==> images/placement.png <==
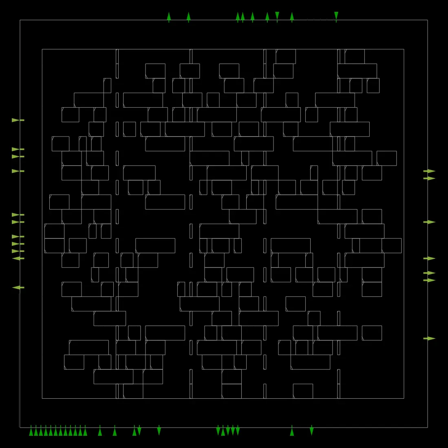
==> images/layer_met2.png <==
The bar under the picture is 20 um long.
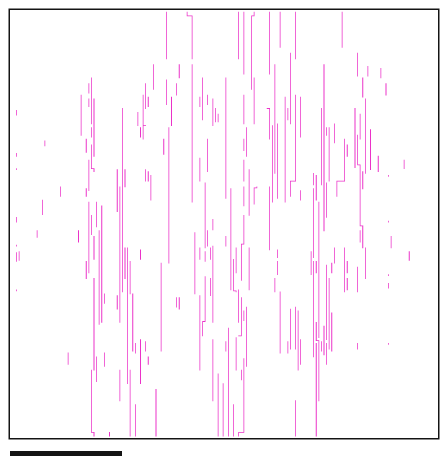
==> images/metal_density.png <==
15 x 15 tiles, from white (low) to dark blue (high), scaled to the fullest tile. Values are wire area over tile area, all layers added.
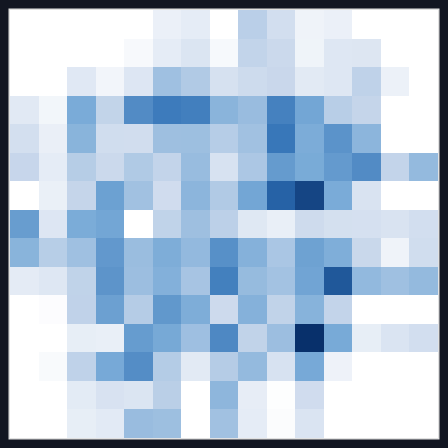
<file path="config.mk">
export PLATFORM = sky130hd
export DESIGN_NAME = board_cursor
export DESIGN_NICKNAME = d
export VERILOG_FILES = /design/src/rtl/board_cursor.sv
export SDC_FILE = /design/constraint.sdc
export NUM_CORES = 1
export LEC_CHECK = 0
export CAP_MARGIN = 20
export CELL_PAD_IN_SITES_DETAIL_PLACEMENT = 1
export CELL_PAD_IN_SITES_GLOBAL_PLACEMENT = 2
export CORE_MARGIN = 4
export CORE_UTILIZATION = 25
export CTS_BUF_LIST = sky130_fd_sc_hd__clkbuf_8
export CTS_CLUSTER_SIZE = 40
export DETAILED_ROUTE_END_ITERATION = 8
export GPL_TIMING_DRIVEN = 1
export PLACE_DENSITY_LB_ADDON = 0.1
export REMOVE_ABC_BUFFERS = 1
export SLEW_MARGIN = 30
export SYNTH_ARGS = -nofsm -noshare
export SYNTH_HDL_FRONTEND = slang
export SYNTH_SLANG_ARGS = --single-unit
</file>
<file path="constraint.sdc">
create_clock -name clk -period 1.8 [get_ports clk]
set_input_delay 0.45 -clock clk [delete_from_list [all_inputs] [get_ports clk]]
set_output_delay 0.45 -clock clk [all_outputs]
set_load 0.01 [all_outputs]
</file>
<file path="src/rtl/board_cursor.sv">
// Maps the mouse pointer onto a parametrised board grid and runs a click-driven
// pick/place state machine that reports source and destination squares.
module board_cursor #(
    parameter int BOARD_X0 = 256,
    parameter int BOARD_Y0 = 128,
    parameter int SQ_LOG2  = 6,
    parameter int COLS     = 8,
    parameter int ROWS     = 8,
    localparam int COL_W   = (COLS > 1) ? $clog2(COLS) : 1,
    localparam int ROW_W   = (ROWS > 1) ? $clog2(ROWS) : 1,
    localparam int SQ_W    = COL_W + ROW_W
) (
    input  logic            clk,
    input  logic            rst,
    input  logic            lmb,
    input  logic            rmb,
    input  logic [11:0]     mouse_xpos,
    input  logic [11:0]     mouse_ypos,
    output logic [SQ_W-1:0] square,
    output logic            on_board,
    output logic            holding,
    output logic [SQ_W-1:0] src_square,
    output logic [SQ_W-1:0] dst_square,
    output logic            pick_pulse,
    output logic            place_pulse,
    output logic            cancel_pulse
);

    typedef enum logic {IDLE, HOLD} state_t;

    state_t             state;
    logic               lmb_q;
    logic               rmb_q;
    logic               click_q;
    logic               rclick_q;
    logic signed [12:0] dx;
    logic signed [12:0] dy;
    logic signed [12:0] col;
    logic signed [12:0] row;
    logic               in_board;

    // Offsets are 13-bit signed so pointers left of / above the origin go negative.
    assign dx  = signed'({1'b0, mouse_xpos} - 13'(BOARD_X0));
    assign dy  = signed'({1'b0, mouse_ypos} - 13'(BOARD_Y0));
    assign col = dx >>> SQ_LOG2;
    assign row = dy >>> SQ_LOG2;

    assign in_board = !dx[12] && !dy[12] &&
                      ($unsigned(col) < 13'(COLS)) &&
                      ($unsigned(row) < 13'(ROWS));

    assign holding = (state == HOLD);

    always_ff @(posedge clk) begin
        if (rst) begin
            state        <= IDLE;
            lmb_q        <= 1'b0;
            rmb_q        <= 1'b0;
            click_q      <= 1'b0;
            rclick_q     <= 1'b0;
            square       <= '0;
            on_board     <= 1'b0;
            src_square   <= '0;
            dst_square   <= '0;
            pick_pulse   <= 1'b0;
            place_pulse  <= 1'b0;
            cancel_pulse <= 1'b0;
        end else begin
            lmb_q    <= lmb;
            rmb_q    <= rmb;
            // Edge flags are registered so they line up with the registered square.
            click_q  <= lmb_q & ~lmb;
            rclick_q <= ~rmb_q & rmb;

            on_board <= in_board;
            if (in_board) begin
                square <= {col[COL_W-1:0], row[ROW_W-1:0]};
            end

            pick_pulse   <= 1'b0;
            place_pulse  <= 1'b0;
            cancel_pulse <= 1'b0;

            if (state == IDLE) begin
                if (click_q && on_board) begin
                    pick_pulse <= 1'b1;
                    src_square <= square;
                    state      <= HOLD;
                end
            end else begin
                if (rclick_q) begin
                    cancel_pulse <= 1'b1;
                    state        <= IDLE;
                end else if (click_q && on_board) begin
                    if (square != src_square) begin
                        place_pulse <= 1'b1;
                        dst_square  <= square;
                    end else begin
                        cancel_pulse <= 1'b1;
                    end
                    state <= IDLE;
                end
            end
        end
    end

endmodule

</file>
==> metrics.cfg <==
[status]
outcome=complete, no violations

[setup_path]
worstPathArrival_ps=1260
crit-reg2reg-launch=square[0]$_SDFFE_PP0P_
cpMaxStageDelayCell=clkdlybuf4s50_1
critPathTopFamily=buffers and inverters
critPathLaunchType=flip-flop
crit_chain=clkdlybuf4s50_1
slowest_delay_ps=570

[detailed_routing]
dr.max_layer_used=met4
wl_met1_um=1190
firstDrtPassIters=2
via_per_inst=4.37
vias=904
drt-initial-drc-count=26
drc=0
wl_met2_um=1350

[timing]
setup_viol=0
period_used_share=0.948
hold_slack_ps=392
worst_pin_slew_ps=484
fin_crit_ps=1710
maxSlewViolCount=0
clock_skew_ps=5.75
hold_violations=0
fin_setup_tns_ps=0

[final_layout]
comb_share=0.353
inv_count=4
clkbuf_count=3
buffers=43
ff_latch_area_um2=541
diodes=0
area_growth_pct=46.9
area_share_clock_buf_inv=0.0271

[placed_design]
io_buffers=38
dp_hpwl_um=1990

[grt]
grt-ovfl-total=0
use_met2=0.158
top_usage_layer=met2
grt_pass1_wl_um=4350
use_met1=0.108
antenna_found_initial=0

[synthesis]
flop_cell=dfxtp_1
syn_inst=112
synthArstFlopShare=0
syn_area_per_cell_um2=10.4
synthTopCellsByCount=27 x dfxtp_1, 18 x mux2i_1, 17 x nand2b_1
yosys_area_mm2=0.00116
synth.distinct_cells=23
yosysWarnings=0
ys_cells=112
synth_seq_share=0.465
edf_count=0
top_area_frac=0.465
yosys.area.top_type=dfxtp_1
synth-seq-cells=27
synth_area_mm2=0.00116

[clocking]
clkTransAtPathRegs_ps=100
cts_max_path_buffers=2
insertion_delay_ps=270
ctsHoldBuffers=0
cts.repair.resized=7
cts_inserted_buffers=3
cts_setup_buffers=0
cts_sinks=27

[power]
vdd_ir_drop_max_v=0.000249
p_per_area_mw_per_mm2=619

[floorplanning]
rows=24
chipArea_mm2=0.00580
die_h_um=76.2
die_w_um=76.2
tap_cells=52

Notes on placement.png above:
final non-filler cell total: 207
core area: 0.00441 mm^2
Flops: 27
flop share of the area: 0.316
Filler Cell Count: 480

Notes on layer_met2.png above:
share of all routed wire: 50%
main direction: vertical
longest straight run: 32.6 um

Notes on metal_density.png above:
densest ninth of the die: middle
fullest tile: 0.28
tiles over half the peak: 14%
mean over tiles: 0.071
emptiest ninth of the die: top left
nearly empty tiles: 24%

final timing paths:
path,end,slack [ps],cells after the start
setup / recovery,square[5],90,1
hold / removal,rclick_q$_SDFF_PP0_,390,1
setup reg to reg,dst_square[3]$_SDFFE_PP0P_,420,4
hold reg to reg,rclick_q$_SDFF_PP0_,390,1
flip-flops by register name (all words and copies together) (netlist names):
| name | count |
|---|---|
| cancel_pulse | 1 |
| click_q | 1 |
| dst_square | 6 |
| rmb_q | 1 |
| holding | 1 |
| on_board | 1 |
| place_pulse | 1 |
| rclick_q | 1 |
| src_square | 6 |
| lmb_q | 1 |
| square | 6 |
| pick_pulse | 1 |
layout by cell type, fill, tap and decap left out:
cell             synthesis  layout
clkdlybuf4s50_1          0      34
dfxtp_1                 27      27
mux2i_1                 18      18
nand2b_1                17      17
nor2_1                  10      10
xor2_1                   8       8
inv_1                    4       4
nor2b_1                  4       4
dlygate4sd2_1            0       4
or2_2                    3       3
clkbuf_8                 0       3
buf_4                    0       3
nor3_1                   2       2
nor3b_1                  2       2
ha_2                     0       2
buf_12                   0       2
xnor2_2                  0       1
xnor2_1                  2       1
nand4b_1                 1       1
nor4_1                   1       1
and2_1                   1       1
nand2_1                  1       1
a31oi_4                  1       1
a311oi_1                 1       1
a41oi_1                  1       1
a21oi_1                  1       1
nor3_4                   1       1
clkinv_2                 0       1
kinds of logic after synthesis:
family,Yosys count,share of synthesized area
xor gates and xnor gates,10,0.0754
muxes,18,0.155
buffers and inverters,8,0.0269
adders and majority gates,2,0.0215
and+or+nand+nor,43,0.219
AOI/OAI and AO/OA,4,0.0377
DFF,27,0.465
power by group:
part,leakage (nW),internal [mW],switching [mW]
Clock,0.0255,0.155,0.194
Combinational,0.439,0.0618,0.0405
Sequential,0.218,0.603,0.00345
Total,0.683,0.820,0.237
Power is estimated from default activity; no workload was simulated.
